**config.mk**
```make
export PLATFORM = sky130hd
export DESIGN_NAME = instr_queue
export DESIGN_NICKNAME = d
export VERILOG_FILES = /design/src/rtl/rv32i_types.sv /design/src/rtl/instr_queue.sv
export SDC_FILE = /design/constraint.sdc
export NUM_CORES = 1
export LEC_CHECK = 0
export CAP_MARGIN = 20
export CORE_ASPECT_RATIO = 1.25
export CORE_MARGIN = 5
export CORE_UTILIZATION = 60
export CTS_BUF_LIST = sky130_fd_sc_hd__clkbuf_4 sky130_fd_sc_hd__clkbuf_8
export CTS_CLUSTER_SIZE = 8
export DETAILED_ROUTE_END_ITERATION = 10
export GPL_TIMING_DRIVEN = 0
export PLACE_DENSITY = 0.81
export REMOVE_ABC_BUFFERS = 1
export SLEW_MARGIN = 20
export SYNTH_ARGS = -nofsm -noshare
export SYNTH_HDL_FRONTEND = slang
export SYNTH_SLANG_ARGS = --single-unit
```
**constraint.sdc**
```tcl
create_clock -name clk -period 30.9 [get_ports clk]
set_input_delay 6.18 -clock clk [delete_from_list [all_inputs] [get_ports clk]]
set_output_delay 6.18 -clock clk [all_outputs]
set_load 0.005 [all_outputs]
```
**src/rtl/rv32i_types.sv**
```systemverilog
// Shared RV32I decode types and the instruction-queue depth used by fetch,
// decode and dispatch.
package rv32i_types;

  localparam int IQ_DEPTH = 8;

  typedef enum logic [6:0] {
    OP_LUI   = 7'b0110111,
    OP_AUIPC = 7'b0010111,
    OP_JAL   = 7'b1101111,
    OP_JALR  = 7'b1100111,
    OP_BR    = 7'b1100011,
    OP_LOAD  = 7'b0000011,
    OP_STORE = 7'b0100011,
    OP_IMM   = 7'b0010011,
    OP_REG   = 7'b0110011
  } rv32i_opcode_t;

  typedef struct packed {
    logic [31:0]   instruction;
    logic [31:0]   pc;
    rv32i_opcode_t opcode;
    logic [4:0]    rd;
    logic [4:0]    rs1;
    logic [4:0]    rs2;
    logic [31:0]   imm;
    logic [3:0]    branch_id;
  } instr_struct;

endpackage

```
**src/rtl/instr_queue.sv**
```systemverilog
// Program-order instruction buffer between decode and dispatch with
// show-ahead head, full/almost-full backpressure and flush-on-mispredict.
module instr_queue
  import rv32i_types::*;
#(
  parameter int DEPTH    = IQ_DEPTH,
  parameter int AF_LEVEL = DEPTH - 1
) (
  input  logic                     clk,
  input  logic                     rst,
  input  logic                     enq_i,
  input  instr_struct              instr_i,
  input  logic                     flush_i,
  input  logic                     deq_i,
  output logic                     valid_o,
  output instr_struct              instr_o,
  output logic                     full_o,
  output logic                     almost_full_o,
  output logic [$clog2(DEPTH):0]   count_o,
  output logic                     overflow_o
);

  localparam int PW = $clog2(DEPTH);
  localparam int CW = PW + 1;
  localparam logic [CW-1:0] DEPTH_C = CW'(DEPTH);
  localparam logic [CW-1:0] AF_C    = CW'(AF_LEVEL);

  instr_struct mem [DEPTH];

  logic [PW-1:0] head_reg;
  logic [PW-1:0] tail_reg;
  logic [CW-1:0] count_reg;
  logic [CW-1:0] count_next;
  logic          overflow_reg;
  logic          push;
  logic          pop;

  // Status depends only on registered count, never on enq_i/deq_i.
  assign valid_o       = (count_reg != '0);
  assign full_o        = (count_reg == DEPTH_C);
  assign almost_full_o = (count_reg >= AF_C);
  assign count_o       = count_reg;
  assign overflow_o    = overflow_reg;
  assign instr_o       = valid_o ? mem[head_reg] : '0;

  // A pop on a full queue frees the slot the same-cycle push reuses.
  assign pop  = deq_i && valid_o && !flush_i;
  assign push = enq_i && !flush_i && (!full_o || pop);

  always_comb begin
    count_next = count_reg;
    case ({push, pop})
      2'b10:   count_next = count_reg + CW'(1);
      2'b01:   count_next = count_reg - CW'(1);
      default: count_next = count_reg;
    endcase
  end

  always_ff @(posedge clk or negedge rst) begin
    if (!rst) begin
      head_reg     <= '0;
      tail_reg     <= '0;
      count_reg    <= '0;
      overflow_reg <= 1'b0;
    end else if (flush_i) begin
      head_reg  <= '0;
      tail_reg  <= '0;
      count_reg <= '0;
    end else begin
      if (push) tail_reg <= tail_reg + PW'(1);
      if (pop)  head_reg <= head_reg + PW'(1);
      count_reg <= count_next;
      if (enq_i && !push) overflow_reg <= 1'b1;
    end
  end

  // Storage is not reset; the zero-when-empty mux hides stale contents.
  always_ff @(posedge clk) begin
    if (push) mem[tail_reg] <= instr_i;
  end

endmodule

```
### Pin placement, run 1

(1 px per um) Pins as bars across the die edge, other pins in gray.
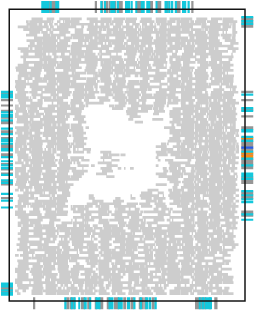
[full_o] blue | pins: 1 | direction: output | edge: east
[count_o] orange | pins: 4 | direction: output | edge: east
[instr_i] cyan | pins: 122 | direction: input | edge: 35 north, 33 south, 31 west, 23 east
all pins by edge: 70 south, 68 north, 64 east, 55 west
die height: 290 um
Die W: 234 um
PortBufs: 256

### The metal 4 layer, run 1

(1 px per um)
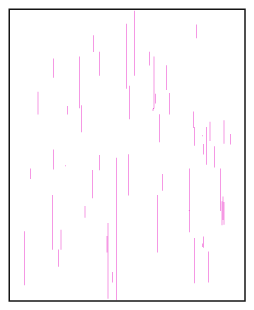
nets with wire on the layer: 37
longest straight run: 142 um
Via Count: 18,300
total wire length after detailed routing: 79,500 um

### Wiring by layer, run 1

(1 px per um) Two of the layers only.
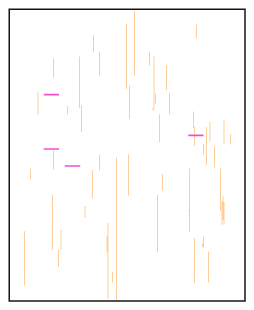
[M4] orange | wire length: 1,510 um
[M5] magenta | wire length: 55.2 um

==> flow_summary.toml, run 1 <==
# synthesis and place-and-route metrics
[sta]
setup_tns_ns = 0
finalClockPeriodUsage_pct = 32.4
finalSetupViolations = 0
grt_setup_unrepaired = "no"
hold_violations = 0
tightestPinTransition_ns = 0.946
setup_slack_ns = 20.90
clock.fmax_ghz = 0.100
slew_viol_final = 0
relSlewSlack_pct = 36.4
final.min_clock_period_ns = 10.00

[cells_and_area]
final_core_util_pct = 72.9
final_cell_mix = "976 x edfxtp_1, 256 x clkdlybuf4s50_1, 244 x mux4_2"
largest_register_ffs = 976
fin_nets = 2255
largest-register = "mem"
fill_cells = 3443
drive_gt1_share_pct = 28.8
layout_top_cell = "edfxtp_1"
syn2layout_area_growth_pct = 20.1

[routing]
routedWlPerCell_um = 26.2
vias_per_cell = 6.03
route.detailed.drc = 0
drt_iter0_drc = 1635
ant_nets = 0
dr.pass1.iters = 5

[min_path]
whs_path_depth = 1
hold_start = "overflow_o$_DFFE_PN0P_"
whs_endpoint = "overflow_o$_DFFE_PN0P_"

[critical_path]
path_cells = "buf_16, buf_16, buf_12, mux4_2, mux2i_1, nor2_1, clkdlybuf4s50_1"
crit_type = "flop to output pin"
cp.arrival_ns = 3.82
cp_slowest_cell = "dfrtp_4"
crit_path_start_kind = "flop"
ff2ff_setup_slack_ns = 26.87
reg2reg_depth = 9
path_max_fanout = 35
cp_common_cell = "buf_16"
required_ns = 24.72
r2r_start = "count_o[0]$_DFFE_PN0P_"
cpPeakStageDelay_ns = 0.78
r2r_end = "mem[6][118]$_DFFE_PP_"

[grt]
overflow = 0
antenna_found_initial = 10
grt_pass1_vias = 19600
grt.total_usage_pct = 23.8
grt_first_pass_wirelength_um = 120000
grt_start_max_net_pins = 51

[logic_synthesis]
simple_gate_share_pct = 1.76
synth-compound-area-share_pct = 0.398
ys_ff = 987
netlist_instances = 1640
yosys_area_um2 = 37700
top_cells_by_area = "edfxtp_1 78%, mux4_2 15%, mux2i_1 3.3%"
avgSynthCellArea_um2 = 23.0
topCombFamilyByArea = "multiplexers"
xor_share_pct = 0.139
fa_ha_area_share_pct = 0.186
netlist.top_cell.by_area = "edfxtp_1"
yosys.area.top_type_share_pct = 77.7
netlist_area_um2 = 37700
ys_warn_count = 0
synthMuxAreaShare_pct = 17.9

[run]
drv_cap = 0
tool_warnings = 25

[cts]
postCtsResizedCells = 0
cts.sinks = 987
cts_tree = "yes"
cts_root_buf = "clkbuf_8"
clk_pin_slew_worst_paths_ns = 0.07
worst_skew_pair.late_latency_ns = 0.77
cts_htree_levels = 4
post_cts_buffers = 0
clock_path_buffers = 3
hold_buffers = 0

[power]
power_density_nw_per_um2 = 74.5
vdd_drop_max_mv = 0.0504

[die]
core.rowCount = 102
ios = 257
fp_util_pct = 60.7
die_area_um2 = 68000
core_um2 = 62200

[placement]
post-dp-hpwl_um = 52300
pre_cts_slack_ns = 20.44
routabilityCongestion = 0.713

[run_status]
outcome = "finished, final reports clean"
-- run 1: cells by family (layout without fill, tap and decap cells) --
family	Yosys count	count (layout)
adders and majority gates	5	5
muxes	368	368
DFF	987	987
buffers and inverters	91	647
other	0	6
and+or+nand+nor	160	160
AOI/OAI and AO/OA	23	23
xor gates and xnor gates	6	6
-- run 1: critical path, delay by kind of cell, from the launching register on --
family | cells | cell delay, ns
and+or+nand+nor | 1 | 0.10
muxes | 2 | 0.74
DFF | 1 | 0.78
buffers and inverters | 4 | 1.33
-- run 1: Yosys cell counts, drive strengths merged --
cell type,n
a21o,3
nand2,9
mux4,244
fa,1
edfxtp,976
xor2,3
and2,1
buf,70
nor2,128
mux2i,124
or3,1
clkbuf,17
a21oi,7
o22ai,1
a31o,1
nor3b,1
o2bb2ai,1
or4,1
nand2b,2
inv,4
a31oi,2
and3,2
o211ai,1
o21a,1
a211oi,2
nor2b,1
nor3,8
nor4,3
dfrtp,11
nand3,3
ha,4
xnor2,3
o21ai,4
-- run 1: report_power, final --
group	internal, uW	switching [uW]
clock network	518	471
registers	1510	25.0
logic	474	380
total	2500	876
-- run 1: final cells by class --
type / count / area (um2) / area share (%)
diodes: 6 / 15.0 / 0.0331
multi-input cells: 562 / 7720 / 17.0
clock buffers: 190 / 2370 / 5.23
flip-flops and latches: 987 / 29600 / 65.3
clock inverters: 36 / 302 / 0.666
repair buffers: 417 / 4250 / 9.37
inverters: 4 / 15.0 / 0.0331
well taps: 832 / 1040 / 2.30
-- run 1: worst max path at each step --
stage	from	cells after the start	end
after floorplan	flush_i	4	mem[2][0]$_DFFE_PP_
after global placement	flush_i	5	mem[6][9]$_DFFE_PP_
after detailed placement	flush_i	10	mem[6][18]$_DFFE_PP_
after CTS	head_reg[0]$_DFFE_PN0P_	7	instr_o[6]
after global routing	head_reg[0]$_DFFE_PN0P_	7	instr_o[6]
final	head_reg[0]$_DFFE_PN0P_	7	instr_o[6]
-- run 1: through the flow --
stage	instances	total power, uW	instance area, um2	hold WS (ns)
after global routing	3033	3520	45300	0.518
after floorplan	1553	2140	37300	0.451
after detailed placement	2802	2420	42600	0.455
after CTS	3028	3410	45300	0.506
after global placement	2641	2580	40900	0.440
final	3034	3370	45300	0.500
-- run 1: metal layers --
metal	share of wire, %	vias to the layer above	wire (um)	GRT usage, %
met5	0.069	-	55	0
met1	39	9535	30900	32.6
li1	-	7811	-	-
met4	1.9	8	1510	6.88
met3	7.4	125	5860	5.50
met2	52	813	41200	39.2
==> inputs of run 2 (changes only) <==
--- a/config.mk
+++ b/config.mk
@@ -8,12 +8,12 @@
 export CAP_MARGIN = 20
 export CORE_ASPECT_RATIO = 1.25
 export CORE_MARGIN = 5
-export CORE_UTILIZATION = 60
+export CORE_UTILIZATION = 55
 export CTS_BUF_LIST = sky130_fd_sc_hd__clkbuf_4 sky130_fd_sc_hd__clkbuf_8
 export CTS_CLUSTER_SIZE = 8
 export DETAILED_ROUTE_END_ITERATION = 10
 export GPL_TIMING_DRIVEN = 0
-export PLACE_DENSITY = 0.81
+export PLACE_DENSITY = 0.78
 export REMOVE_ABC_BUFFERS = 1
 export SLEW_MARGIN = 20
 export SYNTH_ARGS = -nofsm -noshare
==> constraint.sdc (replaced) <==
create_clock -name clk -period 8.74 [get_ports clk]
set_input_delay 1.748 -clock clk [delete_from_list [all_inputs] [get_ports clk]]
set_output_delay 1.748 -clock clk [all_outputs]
set_load 0.005 [all_outputs]
### The metal 4 layer, run 2

(1 px per um)
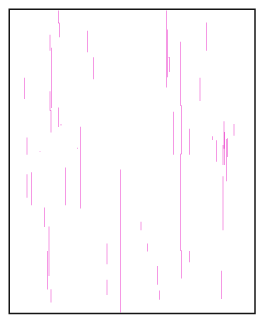
longest straight run: 143 um
main direction: vertical
wire length on this layer: 1,530 um

==> flow_summary.toml, run 2 <==
# synthesis and place-and-route metrics
[run_status]
outcome = "finished, final reports clean"

[cts]
cts_htree_levels = 4
cts.sinks = 987
postCtsResizedCells = 0
cts_root_buf = "clkbuf_8"
clk_pin_slew_worst_paths_ns = 0.07
worst_skew_pair.late_latency_ns = 0.81
hold_buffers = 0
cts_tree = "yes"

[cells_and_area]
regArea_um2 = 29600
fill_cells = 4213
drive_gt1_share_pct = 29.4
layout_top_cell = "edfxtp_1"
syn2layout_area_growth_pct = 20.6
final_cell_mix = "976 x edfxtp_1, 256 x clkdlybuf4s50_1, 244 x mux4_2"
largest_register_ffs = 976
comb_area_um2 = 7720
final_core_util_pct = 66.7
fin_nets = 2261

[die]
fp.dieW_um = 244
fp.dieH_um = 303
fp_util_pct = 55.4
core_um2 = 68100
die_area_um2 = 73900
ios = 257
core.rowCount = 107

[routing]
vias_per_cell = 5.95
dr.pass1.iters = 7
ant_nets = 0
route.detailed.drc = 0
via_count = 18300
drt_iter0_drc = 1608

[min_path]
whs_path_depth = 1
whs_endpoint = "overflow_o$_DFFE_PN0P_"
hold_start = "overflow_o$_DFFE_PN0P_"

[sta]
setup_slack_ns = 3.10
finalClockPeriodUsage_pct = 64.5
clock.fmax_ghz = 0.177
finalSetupViolations = 0
slew_viol_final = 0
relSlewSlack_pct = 44.7
tightestPinTransition_ns = 0.825
final.min_clock_period_ns = 5.64
grt_setup_unrepaired = "no"
setup_tns_ns = 0
hold_violations = 0

[critical_path]
path_max_fanout = 35
cp_slowest_cell = "dfrtp_4"
cp.arrival_ns = 3.89
path_cells = "buf_16, buf_12, buf_16, mux4_2, mux2i_1, nor2_1, clkdlybuf4s50_1"
ff2ff_setup_slack_ns = 4.93
crit_type = "flop to output pin"
required_ns = 6.99
cpPeakStageDelay_ns = 0.85
worst-path-buf-inv = 4
cp_common_cell = "buf_16"
critical_path.top_delay_family = "buffers and inverters"
r2r_start = "count_o[0]$_DFFE_PN0P_"
reg2reg_depth = 10
crit_path_start_kind = "flop"
r2r_end = "mem[2][12]$_DFFE_PP_"
cp-startpoint = "head_reg[0]$_DFFE_PN0P_"

[grt]
grt_busiest_layer = "met2"
use_met2_pct = 35.6
grtUsageMet1_pct = 30.6
grt_use_met3_pct = 4.90
overflow = 0
grt_start_max_net_pins = 50
grt_first_pass_wirelength_um = 122000
antenna_found_initial = 7
grt_pass1_vias = 19700

[logic_synthesis]
top_cells_by_area = "edfxtp_1 78%, mux4_2 15%, mux2i_1 3.3%"
most_common_cell = "edfxtp_1"
netlist_instances = 1640
synth.top_cells.by_count = "976 x edfxtp_1, 244 x mux4_2, 127 x nor2_1"
avgSynthCellArea_um2 = 23.0
netlist.top_cell.by_area = "edfxtp_1"
yosys.area.top_type_share_pct = 77.7
edf_count = 976
yosys_area_um2 = 37700
ys_warn_count = 0
async_flop_share_pct = 1.11
netlist_area_um2 = 37700
flop_cell = "edfxtp_1"
ys_ff = 987

[placement]
post-dp-hpwl_um = 52000
pre_cts_slack_ns = 2.85
port_buffers = 256
routabilityCongestion = 0.714

[power]
leakagePower_uw = 0.0143
vdd_drop_max_mv = 0.220

[run]
tool_warnings = 25
drv_cap = 0
### Wiring by layer, run 2

(1 px per um) Two of the layers only.
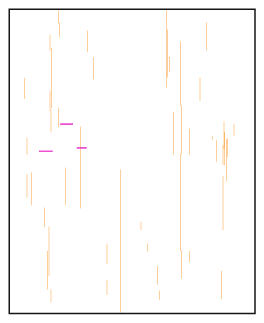
[M5] magenta | wire length: 31.3 um
[M4] orange | wire length: 1,530 um
total wire length after detailed routing: 79,600 um
gr usage total: 21.9%
Wirelength per Cell: 25.8 um

-- run 2: layout make-up --
type	instances	area share (%)
Inverter	4	0.0330
Tap cell	872	2.40
Multi-Input combinational cell	562	17.0
Antenna cell	5	0.0275
Clock buffer	209	5.65
Sequential cell	987	65.1
Timing Repair Buffer	423	9.54
Clock inverter	22	0.322
-- run 2: report_power, final --
| part | leakage [uW] | switching, uW | internal, uW |
|---|---|---|---|
| combinational | 0.00393 | 1320 | 1670 |
| sequential | 0.00896 | 97.9 | 5320 |
| clock | 0.00144 | 1630 | 1900 |
-- run 2: cell families (layout without fill, tap and decap cells) --
kind of cell             after synthesis  in the layout  synth area share [%]
buffers and inverters                 91            658                  1.22
AND/OR/NAND/NOR                      160            160                  1.76
XOR/XNOR                               6              6                 0.139
adder cells (fa/ha/maj)                5              5                 0.186
multiplexers                         368            368                  17.9
other                                  0              5                     0
AND-OR/OR-AND                         23             23                 0.398
flip-flops                           987            987                  78.4
-- run 2: how the worst max path moves through the flow --
stage,endpoint,slack [ns],cells past startpoint
after detailed placement,mem[2][52]$_DFFE_PP_,2.85,11
after global placement,mem[2][60]$_DFFE_PP_,-19.98,5
after floorplan,mem[2][0]$_DFFE_PP_,-6.07,4
after global routing,instr_o[84],2.78,7
final,instr_o[84],3.10,7
after CTS,instr_o[84],2.86,7
-- run 2: metal layers --
metal	share of wire (%)	up-vias
met2	50	688
met4	1.9	6
li1	-	7837
met1	41	9690
met5	0.039	-
met3	6.2	114
-- run 2: through the flow --
step	hold WS, ns	instances	total power [uW]	area [um2]
floorplan	0.451	1553	7570	37300
global placement	0.439	2681	8630	40900
detailed placement	0.460	2848	8550	42800
CTS	0.475	3079	12100	45500
global route	0.491	3081	12500	45500
finish	0.478	3084	11900	45500
==> inputs of run 3 (changes only) <==
==> constraint.sdc (replaced) <==
create_clock -name clk -period 4.6 [get_ports clk]
set_input_delay 0.92 -clock clk [delete_from_list [all_inputs] [get_ports clk]]
set_output_delay 0.92 -clock clk [all_outputs]
set_load 0.005 [all_outputs]
### Wiring by layer, run 3

(1 px per um) Two of the layers only.
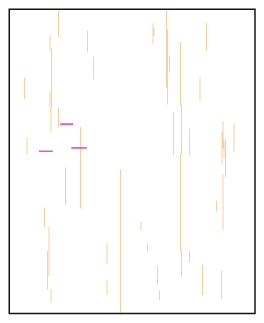
[M4] orange | wire length: 1,530 um
[M5] magenta | wire length: 36.8 um

==> flow_summary.toml, run 3 <==
# synthesis and place-and-route metrics
[grt]
grt_start_max_net_pins = 50
grt_first_pass_wirelength_um = 122000
overflow = 0
grt_pass1_vias = 19800
antenna_found_initial = 6

[critical_path]
reg2reg_depth = 10
crit_type = "primary input to flop"
required_ns = 5.09
endpoint_kind = "flop"
ff2ff_setup_slack_ns = 0.76
r2r_end = "mem[2][52]$_DFFE_PP_"
r2r_start = "count_o[0]$_DFFE_PN0P_"
crit_path_start_kind = "primary input"
path_max_fanout = 17

[routing]
drt_iter0_drc = 1596
vias_per_cell = 5.96
dr.pass1.iters = 7
via_count = 18400
ant_nets = 0
routedWlPerCell_um = 25.9
wirelength_um = 79900

[logic_synthesis]
most_common_cell = "edfxtp_1"
ys_seq_share_pct = 78.4
simple_gate_share_pct = 1.76
yosys_area_um2 = 37700
synthMuxAreaShare_pct = 17.9
ys_warn_count = 0
async_flop_share_pct = 1.11
top_cells_by_area = "edfxtp_1 78%, mux4_2 15%, mux2i_1 3.3%"
xor_share_pct = 0.139
synth.top_cells.by_count = "976 x edfxtp_1, 244 x mux4_2, 127 x nor2_1"
avgSynthCellArea_um2 = 23.0
yosys.area.top_type_share_pct = 77.7
edf_count = 976
flop_cell = "edfxtp_1"
synth-compound-area-share_pct = 0.398
fa_ha_area_share_pct = 0.186
netlist.top_cell.by_area = "edfxtp_1"
netlist_instances = 1640

[placement]
routabilityCongestion = 0.714
dp.cells = 2848
port_buffers = 256
post-dp-hpwl_um = 52000

[cells_and_area]
final_cell_mix = "976 x edfxtp_1, 256 x clkdlybuf4s50_1, 244 x mux4_2"
layout_top_cell = "edfxtp_1"
largest_register_ffs = 976
fin_nets = 2265
final_core_util_pct = 66.8
instances_no_fill = 3087
syn2layout_area_growth_pct = 20.7
largest-register = "mem"
fill_cells = 4206

[power]
leakagePower_uw = 0.0143
vdd_drop_max_mv = 0.416

[cts]
cts_htree_levels = 4
postCtsResizedCells = 0
clk_pin_slew_worst_paths_ns = 0.07
cts.sinks = 987
cts_tree = "yes"
cts_root_buf = "clkbuf_8"
worst_skew_pair.late_latency_ns = 0.81
hold_buffers = 0

[die]
ios = 257
core.rowCount = 107
fp_util_pct = 55.4
core_um2 = 68100
die_area_um2 = 73900

[sta]
hold_violations = 0
relSlewSlack_pct = 44.5
slew_viol_final = 0
clock.fmax_ghz = 0.231
grt_setup_unrepaired = "no"
final.min_clock_period_ns = 4.33
tightestPinTransition_ns = 0.828
finalClockPeriodUsage_pct = 94.1

[run_status]
outcome = "finished, final reports clean"

[run]
tool_warnings = 25
### Pin placement, run 3

(1 px per um) Pins as bars across the die edge, other pins in gray.
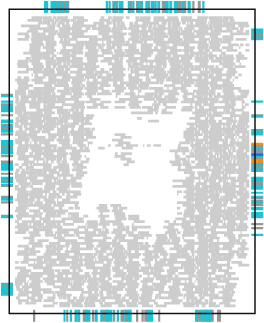
[count_o] orange | pins: 4 | direction: output | edge: east
[full_o] blue | pins: 1 | direction: output | edge: east
[instr_i] cyan | pins: 122 | direction: input | edge: 35 north, 32 west, 32 south, 23 east
all pins by edge: 70 north, 67 south, 61 east, 59 west
Die W: 244 um
die height: 303 um

## run 3: netlist changes by cell type in the layout (fill, tap and decap cells not counted), sizes merged
cell   previous run  this run
buf             167       171
diode             5         4
## run 3: worst max-delay path by stage
stage / slack [ns] / from / to / cells after the start
floorplan: -9.38 / flush_i / mem[2][0]$_DFFE_PP_ / 4
global placement: -23.29 / flush_i / mem[2][60]$_DFFE_PP_ / 5
detailed placement: -0.46 / flush_i / mem[2][52]$_DFFE_PP_ / 11
CTS: 0.09 / head_reg[0]$_DFFE_PN0P_ / instr_o[84] / 7
global route: 0.05 / head_reg[0]$_DFFE_PN0P_ / instr_o[84] / 7
finish: 0.27 / flush_i / mem[2][52]$_DFFE_PP_ / 11
## run 3: critical path: stages
cell and delay, ns:
clkdlybuf4s50_1 0.78, nand2b_1 0.35, a31oi_2 0.52, nand2_1 0.28, nor4_2 0.63, buf_4 0.29
buf_4 0.18, buf_2 0.23, buf_4 0.19, buf_2 0.20, buf_2 0.22
## run 3: per-layer routing
metal  global-route usage, %  wire (um)
met5                       0         36
met4                    6.75       1530
met1                    30.5      32700
met2                    36.0      40400
met3                    4.83       5220
## run 3: logic make-up (layout without fill, tap and decap cells)
logic type / count (synthesis) / count (layout)
simple gates: 160 / 160
buf+inv: 91 / 662
other cells: 0 / 4
flops: 987 / 987
compound gates: 23 / 23
fa+ha+maj: 5 / 5
mux: 368 / 368
xor+xnor: 6 / 6
## run 3: cell type report
class / instances / area (um2) / area share [%]
Multi-Input combinational cell: 562 / 7720 / 16.9
Tap cell: 872 / 1090 / 2.40
Sequential cell: 987 / 29600 / 65.0
Timing Repair Buffer: 427 / 4390 / 9.65
Clock buffer: 209 / 2570 / 5.64
Antenna cell: 4 / 10.0 / 0.0220
Clock inverter: 22 / 146 / 0.321
Inverter: 4 / 15.0 / 0.0330
## run 3: per-stage QoR
step	TNS [ns]	hold WS (ns)	setup WS (ns)	instance area (um2)
3_3_place_gp	-	0.439	-23.29	40900
2_1_floorplan	-6113.09	0.451	-9.38	37300
5_1_grt	0	0.446	0.0505	45500
6_report	0	0.456	0.271	45500
4_1_cts	0	0.366	0.0905	45500
3_5_place_dp	-33.15	0.460	-0.457	42800
## run 3: timing repair
action | CTS | global route
endpoints found under the hold margin | 0 | 0
setup buffers | 4 | 0
endpoints found under the setup margin | 53 | 0
## run 3: power by group
part,internal [uW],switching [uW]
clock,3610,3110
sequential,10100,105
combinational,3200,2610
Power is estimated from default activity; no workload was simulated.
